Figure 1. Gate-type map (run 1).
Scale bar: 20 um.
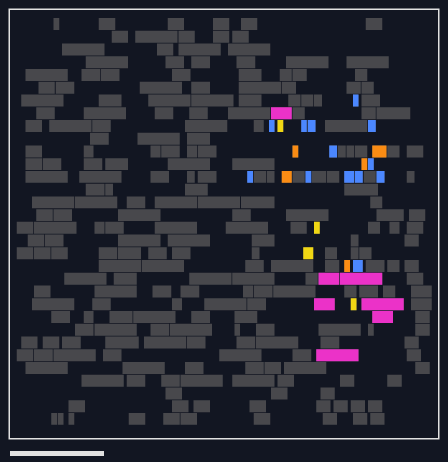
Figure 2. Signal wires on met3 (run 1).
Cells faint in the background.
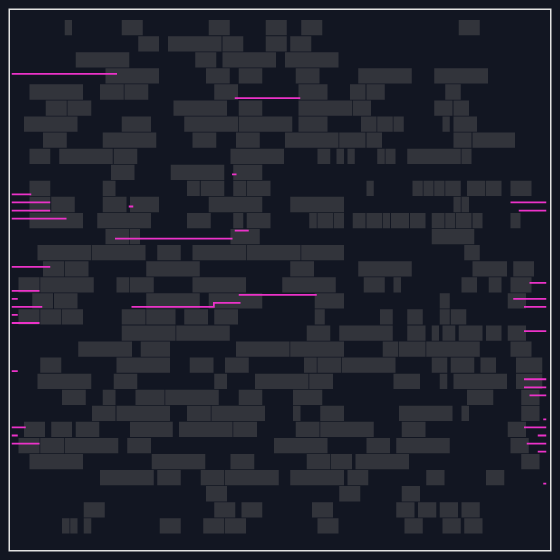
Figure 3. Sizing map (run 1).
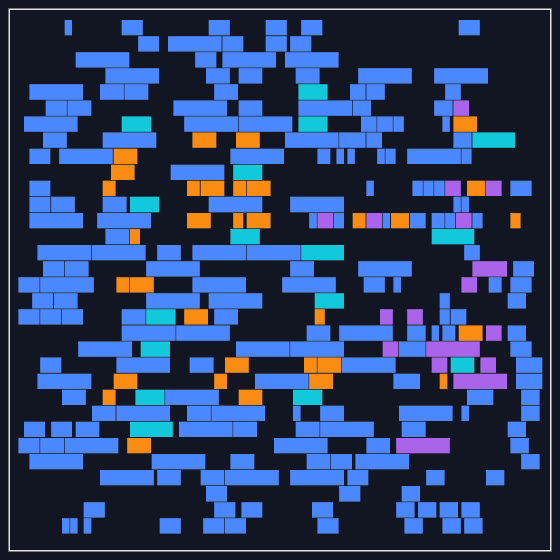
==> config.mk <==
export PLATFORM = sky130hd
export DESIGN_NAME = dwt_tap_feeder
export DESIGN_NICKNAME = d
export VERILOG_FILES = /design/src/rtl/dwt_tap_feeder.sv
export SDC_FILE = /design/constraint.sdc
export NUM_CORES = 1
export LEC_CHECK = 0
export CAP_MARGIN = 20
export CELL_PAD_IN_SITES_DETAIL_PLACEMENT = 0
export CELL_PAD_IN_SITES_GLOBAL_PLACEMENT = 2
export CORE_UTILIZATION = 33
export DETAILED_ROUTE_END_ITERATION = 8
export PLACE_DENSITY_LB_ADDON = 0.08
export RECOVER_POWER = 50
export SLEW_MARGIN = 20
export SYNTH_ARGS = -nofsm -noshare
export SYNTH_HDL_FRONTEND = slang
export SYNTH_SLANG_ARGS = --single-unit
==> constraint.sdc <==
create_clock -name clk -period 1.9 [get_ports clk]
set_input_delay 0.38 -clock clk [delete_from_list [all_inputs] [get_ports clk]]
set_output_delay 0.38 -clock clk [all_outputs]
set_load 0.005 [all_outputs]
==> results.ini, run 1 <==
[status]
status = completed

[detailed_routing]
route.met2.wl_mm = 2.37
wire_per_inst_um = 14.0
dr.max_layer_used = met4
routed_via_density = 4.72
wl_met1_mm = 2.57
drc = 0

[floorplan]
fp_util_pct = 34.1
taps = 102
rows = 32
die_area_um2 = 8350
die_w_um = 91.4
ios = 64
die_h_um = 91.4

[pwr]
p_seq_share_pct = 40.7
seq-power_uw = 2160
power_clock_uw = 986
power_density_nw_per_um2 = 1490
intPower_uw = 3700
p_leak_uw = 0.00157
ir_worst_vdd_v = 0.000582

[logic_synthesis]
area_leaders = dfrtp_1 55%, mux2_1 15%, o221a_2 6.0%
synthArstFlopShare_pct = 100
synthAoiAreaFrac_pct = 11.1
synth-main-ff-cell = dfrtp_1
yosysWarnings = 0
syn_area_um2 = 2640
ys_sh_xor_pct = 0
top_area_cell = dfrtp_1
ys_seq_share_pct = 55.0
synthAdderAreaFrac_pct = 3.32
enable_flop_cells = 0
ys_cells = 199
netlist_instances = 199
mux_area_share_pct = 16.6
syn_area_per_cell_um2 = 13.3
ys_top_logic_family = multiplexers

[cells_and_area]
fill_cells = 729
nClkBuffers = 12
layout_top_cells = 58 x dfrtp_1, 34 x mux2_1, 20 x dlygate4sd3_1
fin_nets = 282
mi_logic_area_um2 = 1030
n_all_buffers = 79
inv_count = 4
largest_class = sequential cells
drive_gt1_share_pct = 24.7
regArea_um2 = 1450
logic_gates = 111

[timing]
finalCritPeriodShare_pct = 94.8
hold_ws_ns = 0.480
max_freq_mhz = 555
finalHoldViolations = 0
rsz0062_at_grt = no
tightestPinTransition_ns = 0.657
finClkSkew_ns = 0.00614
slew_headroom_pct = 56.2
finalMaxSlewViolations = 0
setup_tns_ns = 0

[grt]
use_met2_pct = 20.4
groute.usage.overall_pct = 13.8
grt_util_met1_pct = 18.5
antenna_found_initial = 0
grt.busiest_layer = met2
grt_pass1_wl_mm = 8.82

[clock_tree]
clk_path_buf_depth = 2
cts_resized = 31
numCtsBuffers = 9
cts.clk_slew.worst_paths_ns = 0.06
cts_tree = yes
cts-htree-levels = 3
clkLatencyLatePin_ns = 0.33
cts_hold_repair.buffers = 1

[critical_path]
critPathSlowestCell = dfrtp_1
start_kind = register
reg2reg_slack_ns = 0.13
crit_arrival_ns = 1.42
slowest_delay_ns = 0.41
critical-path-top-delay-family = buffers and inverters
r2r_cells = 7

[placement]
dpl_cell_area_um2 = 3340
portBuffers = 60
dp.cells = 351
post-place-ws_ns = -0.0601

[hold_path]
hold_class = reg -> reg

[run]
warnings = 31

## Picture notes: Figure 1
[fa/ha/maj cells] magenta | cells: 7 | most used: ha_1
[inv cells] yellow | cells: 4 | most used: inv_1
[nor cells] orange | cells: 5 | most used: nor2_1
[nand cells] blue | cells: 13 | most used: nand2_1
highest-count logic cell in the final layout: dfrtp_1
logic share of the area: 29.0%
number of cells in the finished layout apart from fillers: 369

## Picture notes: Figure 2
share of all routed wire: 3.5%
nets with wire on the layer: 31
wire length on this layer: 179 um
vias post-DR: 1,743
WL final: 5.18 mm
GR Layer Usage met3: 4.10%

## Picture notes: Figure 3
[x2] orange | cells: 33
[x6 and larger] cyan | cells: 16
[x3 and x4] purple | cells: 17
[x1 and smaller] blue | cells: 201
fin worst setup slack: 0.0987 ns
post-route design area: 3570 um2

==> inputs of run 2 (changes only) <==
- CORE_UTILIZATION: 33 -> 31
- RECOVER_POWER: 50 -> 100
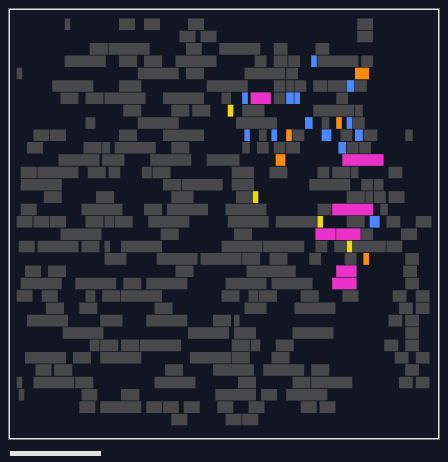
Figure 4: run 2, gate-type map.
Scale bar: 20 um.
[nand cells] blue | cells: 13 | most used: nand2_1
[fa/ha/maj cells] magenta | cells: 7 | most used: ha_1 | where: middle right
[nor cells] orange | cells: 5 | most used: nor2_1
[inv cells] yellow | cells: 4
logic share of the area: 28.3%
number of cells in the finished layout apart from fillers: 377

==> run 2 against run 1 <==
  * First-iteration DRC count rose by 53%
  * Cell count increased by 2.2%
  * Routed wire length increased by 4.9%
  * Synthesized cell count unchanged
  * Register-to-register slack got worse by 0.06 ns
  * Sequential share of layout area down 0.34 points
  * Critical endpoint is now c_2[4]
==> results.ini, run 2 <==
[placement]
portBuffers = 60
dpl_cell_area_um2 = 3360
dp.cells = 356
post-place-ws_ns = -0.107

[grt]
grt.busiest_layer = met2
antenna_found_initial = 0
groute.usage.overall_pct = 13.6
grt_use_met3_pct = 2.75
grt_util_met1_pct = 18.6
use_met2_pct = 20.0

[logic_synthesis]
ys_top_logic_family = multiplexers
netlist_instances = 199
area_leaders = dfrtp_1 55%, mux2_1 15%, o221a_2 6.0%
top_area_cell = dfrtp_1
synthAoiAreaFrac_pct = 11.1
ys_seq_share_pct = 55.0
syn_area_um2 = 2640
ys_cells = 199
synth-main-ff-cell = dfrtp_1
yosysWarnings = 0
ys_sh_xor_pct = 0
synthAdderAreaFrac_pct = 3.32
mux_area_share_pct = 16.6

[timing]
finalMaxSlewViolations = 0
slew_headroom_pct = 25.0
setup_tns_ns = 0
finalWorstSetupSlack_ns = 0.0634
rsz0062_at_grt = no
tightestPinTransition_ns = 1.12
max_freq_mhz = 544

[cells_and_area]
drive_gt1_share_pct = 26.8
regArea_um2 = 1450
nClkBuffers = 12
inv_count = 4
largest_class = sequential cells
fin_area_um2 = 3600
layout_top_cells = 58 x dfrtp_1, 34 x mux2_1, 28 x dlygate4sd3_1
fill_cells = 814
logic_gates = 111
fin_nets = 287

[detailed_routing]
dr.max_layer_used = met4
wire_per_inst_um = 14.4
dr_total_vias = 1779
route.met2.wl_mm = 2.47
wl_met1_mm = 2.54
drc = 0

[clock_tree]
cts-htree-levels = 3
numCtsBuffers = 9
cts_resized = 34
clk_path_buf_depth = 2
cts_hold_repair.buffers = 0
cts.clk_slew.worst_paths_ns = 0.06
cts_tree = yes

[status]
status = completed

[critical_path]
crit_arrival_ns = 1.46
critical-path-top-delay-family = buffers and inverters
slowest_delay_ns = 0.41
critPathSlowestCell = dfrtp_1
reg2reg_slack_ns = 0.07
start_kind = register

[floorplan]
taps = 105
die_area_um2 = 8880
fp_util_pct = 32.1
rows = 33
die_w_um = 94.2

[pwr]
p_leak_uw = 0.00157
intPower_uw = 3830
seq-power_uw = 2150
power_density_nw_per_um2 = 1510

[run]
warnings = 31

[hold_path]
hold_class = in -> async

